## src/rtl/cmd_frame_decoder.sv

```systemverilog
// cmd_frame_decoder: assembles 6-byte SYNC/CMD/ADDR/DHI/DLO/CSUM frames from a
// byte-strobe stream, checks the 8-bit sum and issues write/read register strobes.
module cmd_frame_decoder #(
    parameter logic [15:0] TIMEOUT = 16'd2000,
    parameter logic [7:0]  SYNC    = 8'hA5,
    parameter logic [7:0]  CMD_WR  = 8'h57,
    parameter logic [7:0]  CMD_RD  = 8'h52
) (
    input  logic        clk,
    input  logic        rst,
    input  logic        newrxstrobe,
    input  logic [7:0]  rxbyte,
    input  logic        err_clr,
    output logic        wr_stb,
    output logic        rd_stb,
    output logic [7:0]  cmd_addr,
    output logic [15:0] cmd_data,
    output logic        frame_err,
    output logic [7:0]  err_count,
    output logic        busy
);
    typedef enum logic [2:0] {IDLE, CMD, ADDR, DHI, DLO, CSUM} state_t;

    state_t      state;
    logic [7:0]  op, addr, dhi, dlo, sum, sum_next;
    logic [15:0] cnt;
    logic        err;

    // A byte arriving in the expiry cycle takes priority over the timeout.
    always_comb begin
        sum_next = sum + rxbyte;
        err = (newrxstrobe && state == CMD && rxbyte != CMD_WR && rxbyte != CMD_RD)
           || (newrxstrobe && state == CSUM && sum_next != 8'd0)
           || (!newrxstrobe && state != IDLE && cnt == TIMEOUT);
    end

    always_ff @(posedge clk or posedge rst) begin
        if (rst) begin
            state     <= IDLE;
            op        <= 8'd0;
            addr      <= 8'd0;
            dhi       <= 8'd0;
            dlo       <= 8'd0;
            sum       <= 8'd0;
            cnt       <= 16'd0;
            wr_stb    <= 1'b0;
            rd_stb    <= 1'b0;
            frame_err <= 1'b0;
            busy      <= 1'b0;
            cmd_addr  <= 8'd0;
            cmd_data  <= 16'd0;
            err_count <= 8'd0;
        end else begin
            wr_stb    <= 1'b0;
            rd_stb    <= 1'b0;
            frame_err <= err;
            cnt       <= (state == IDLE || newrxstrobe || err) ? 16'd0 : cnt + 16'd1;
            if (err_clr)
                err_count <= {7'd0, err};
            else if (err && err_count != 8'hFF)
                err_count <= err_count + 8'd1;
            if (err) begin
                state <= IDLE;
                busy  <= 1'b0;
            end else if (newrxstrobe) begin
                case (state)
                    IDLE: if (rxbyte == SYNC) begin
                        state <= CMD;
                        busy  <= 1'b1;
                    end
                    CMD: begin
                        op    <= rxbyte;
                        sum   <= rxbyte;
                        state <= ADDR;
                    end
                    ADDR: begin
                        addr  <= rxbyte;
                        sum   <= sum_next;
                        state <= DHI;
                    end
                    DHI: begin
                        dhi   <= rxbyte;
                        sum   <= sum_next;
                        state <= DLO;
                    end
                    DLO: begin
                        dlo   <= rxbyte;
                        sum   <= sum_next;
                        state <= CSUM;
                    end
                    CSUM: begin
                        cmd_addr <= addr;
                        cmd_data <= {dhi, dlo};
                        wr_stb   <= (op == CMD_WR);
                        rd_stb   <= (op == CMD_RD);
                        state    <= IDLE;
                        busy     <= 1'b0;
                    end
                    default: state <= IDLE;
                endcase
            end
        end
    end
endmodule

```

## config.mk

```make
export PLATFORM = sky130hd
export DESIGN_NAME = cmd_frame_decoder
export DESIGN_NICKNAME = d
export VERILOG_FILES = /design/src/rtl/cmd_frame_decoder.sv
export SDC_FILE = /design/constraint.sdc
export NUM_CORES = 1
export LEC_CHECK = 0
export ABC_AREA = 1
export CAP_MARGIN = 20
export CELL_PAD_IN_SITES_DETAIL_PLACEMENT = 1
export CELL_PAD_IN_SITES_GLOBAL_PLACEMENT = 2
export CORE_ASPECT_RATIO = 1.5
export CORE_MARGIN = 2
export CORE_UTILIZATION = 38
export CTS_BUF_LIST = sky130_fd_sc_hd__clkbuf_4 sky130_fd_sc_hd__clkbuf_8
export CTS_CLUSTER_SIZE = 14
export DETAILED_ROUTE_END_ITERATION = 10
export GPL_ROUTABILITY_DRIVEN = 0
export PLACE_DENSITY_LB_ADDON = 0.1
export SLEW_MARGIN = 25
export SYNTH_ARGS = -nofsm -noshare
export SYNTH_HDL_FRONTEND = slang
export SYNTH_SLANG_ARGS = --single-unit
```

## constraint.sdc

```tcl
create_clock -name clk -period 9.2 [get_ports clk]
set_input_delay 1.84 -clock clk [delete_from_list [all_inputs] [get_ports clk]]
set_output_delay 1.84 -clock clk [all_outputs]
set_load 0.005 [all_outputs]
```

Routing congestion:
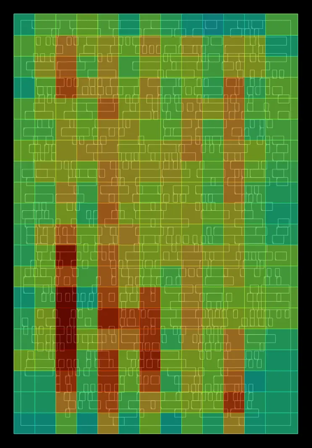
met1 Usage GRT: 23.3%
routed wirelength normalized by instance count: 15.0 µm
Layout Utilization: 45.2%

Clock wires, drivers and flops:
Scale bar: 20 µm.
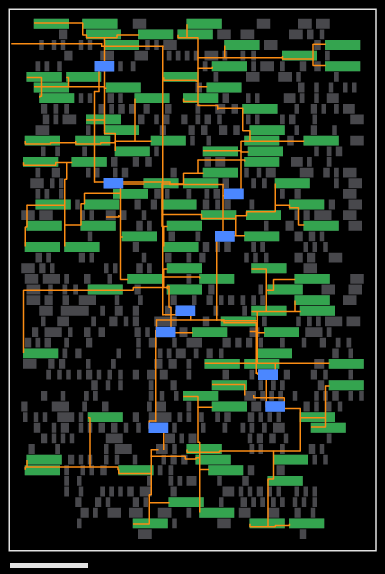
flip-flops -> green  # count 95
clock drivers -> blue  # count 9
clock wires -> orange  # length 1270 µm
routed clock nets = 10
flops lie = widely spread

==> notes.md <==
Summary of implementation figures.

Detailed routing
The number of vias per cell after detailed routing is 4.94. The first detailed-routing pass took 4 iterations. After detailed routing, the met2 layer carries 5.90 mm of wire. Per the detailed-route log, wirelength across all metal layers totals 11.5 mm. In the per-layer breakdown of the detailed-route log, met1 shows 4.96 mm. In this run the remaining antenna-violating nets after routing total 0.

Final timing
In the final timing run, aggregate negative setup slack is 0 ns. The smallest hold slack is 0.463 ns. The share of the clock period used by the worst path is 48.8%.

For this run, the top clock speed supported by timing is 0.223 GHz.

CTS
The CTS tree is done. After clock tree synthesis, the clock-pin slew on the worst setup and hold paths is 0.09 ns. Per the CTS log, the root buffer master is sky130_fd_sc_hd__clkbuf_8.

Buffers added to address setup during post-CTS repair amount to 0.

Cells and area
The fraction of final layout cells with drive strength greater than 1 is 5.05%. The count of cells in the finished layout, fillers not included, comes to 767. Leaving out fill and tap cells, the most frequent cells in the layout are 175 x sky130_fd_sc_hd__nand2_1, 95 x sky130_fd_sc_hd__dfrtp_1, 59 x sky130_fd_sc_hd__inv_1. The layout report lists the non-clock buffer share of cell area as 9.07%. The sequential share of cell area is 44.4%.

The dominant kind of cell is flip-flops and latches. The number of ordinary inverters in the final layout is 63. After layout, the buffer instance count without clock buffers stands at 49. Relative to the synthesized area, the layout overhead comes to 17.3%.

Critical path
The sum of buffers and inverters on the critical path is 2. The worst endpoint required time is 9.45 ns. For this run, the slowest stage of the critical path takes 0.49 ns. The startpoint class of the critical path is a primary input. The endpoint arrival time on the critical path is 4.74 ns. All stages included, the depth of the critical timing path comes to 14.

Synth
The synthesized instance count is 563. The area share of the largest cell type after synthesis is 52.1%. The net count after synthesis is 586. In this run, synthesis inferred 0 flip-flops with an integrated enable. After synthesis, the share of flip-flops with an asynchronous set or reset is 100%. In the Yosys report, the sequential cells make up 52.1% of the chip area. The number of storage elements in the synthesis netlist is 95. The synth_stat.txt file lists the number of cells as 563.

The count of yosys warnings during synthesis is 0.

Status
The flow ran to the end, and the final reports show no timing, DRC or antenna violations.

Power
Per report_power, the clock group accounts for 19.1% of the total. The total chip power is 0.00138 W. Looking at the group totals, the largest power group turns out to be sequential cells. The power per cell area is 257 nW/µm². The leakage power in the latest report is 2.68 nW.

Floorplan
The die is 138 µm tall.

Global route
Entering global routing, the biggest net connects 62 pins. met3 track demand over resource after global routing is 2.62%. The met2 usage is 33.0%. The layer flagged by global routing as most heavily used is met2. The first global-routing pass estimated 19.5 mm of wire.

Place
The pre-CTS worst setup slack is 4.28 ns. The post-place instance area is 5160 µm².
sequential cells by signal (all words and copies together), names as in the netlist:
signal	cells
err_count	8
wr_stb	1
busy	1
state	3
cnt	16
dlo	8
frame_err	1
dhi	8
addr	8
cmd_data	16
sum	8
cmd_addr	8
op	8
rd_stb	1
cells in the mapped netlist, drive strengths merged (2+ instances only):
master and number:
nand4 10, a21oi 5, nor4 4, or2 2, dfrtp 95, nand2 180, xor2 9, nand3 53
inv 63, ha 10, buf 9, o21ai 48, clkbuf 5, nor2 44, a211oi 2, nor3 19
logic make-up after synthesis:
family	Yosys count	synth area share [%]
compound gates	57	6.48
simple gates	313	29.4
flops	95	52.1
xor+xnor	10	1.92
fa+ha+maj	11	3.18
buf+inv	77	6.89
Power figures rest on the tool's default switching activity, not on a simulated workload.
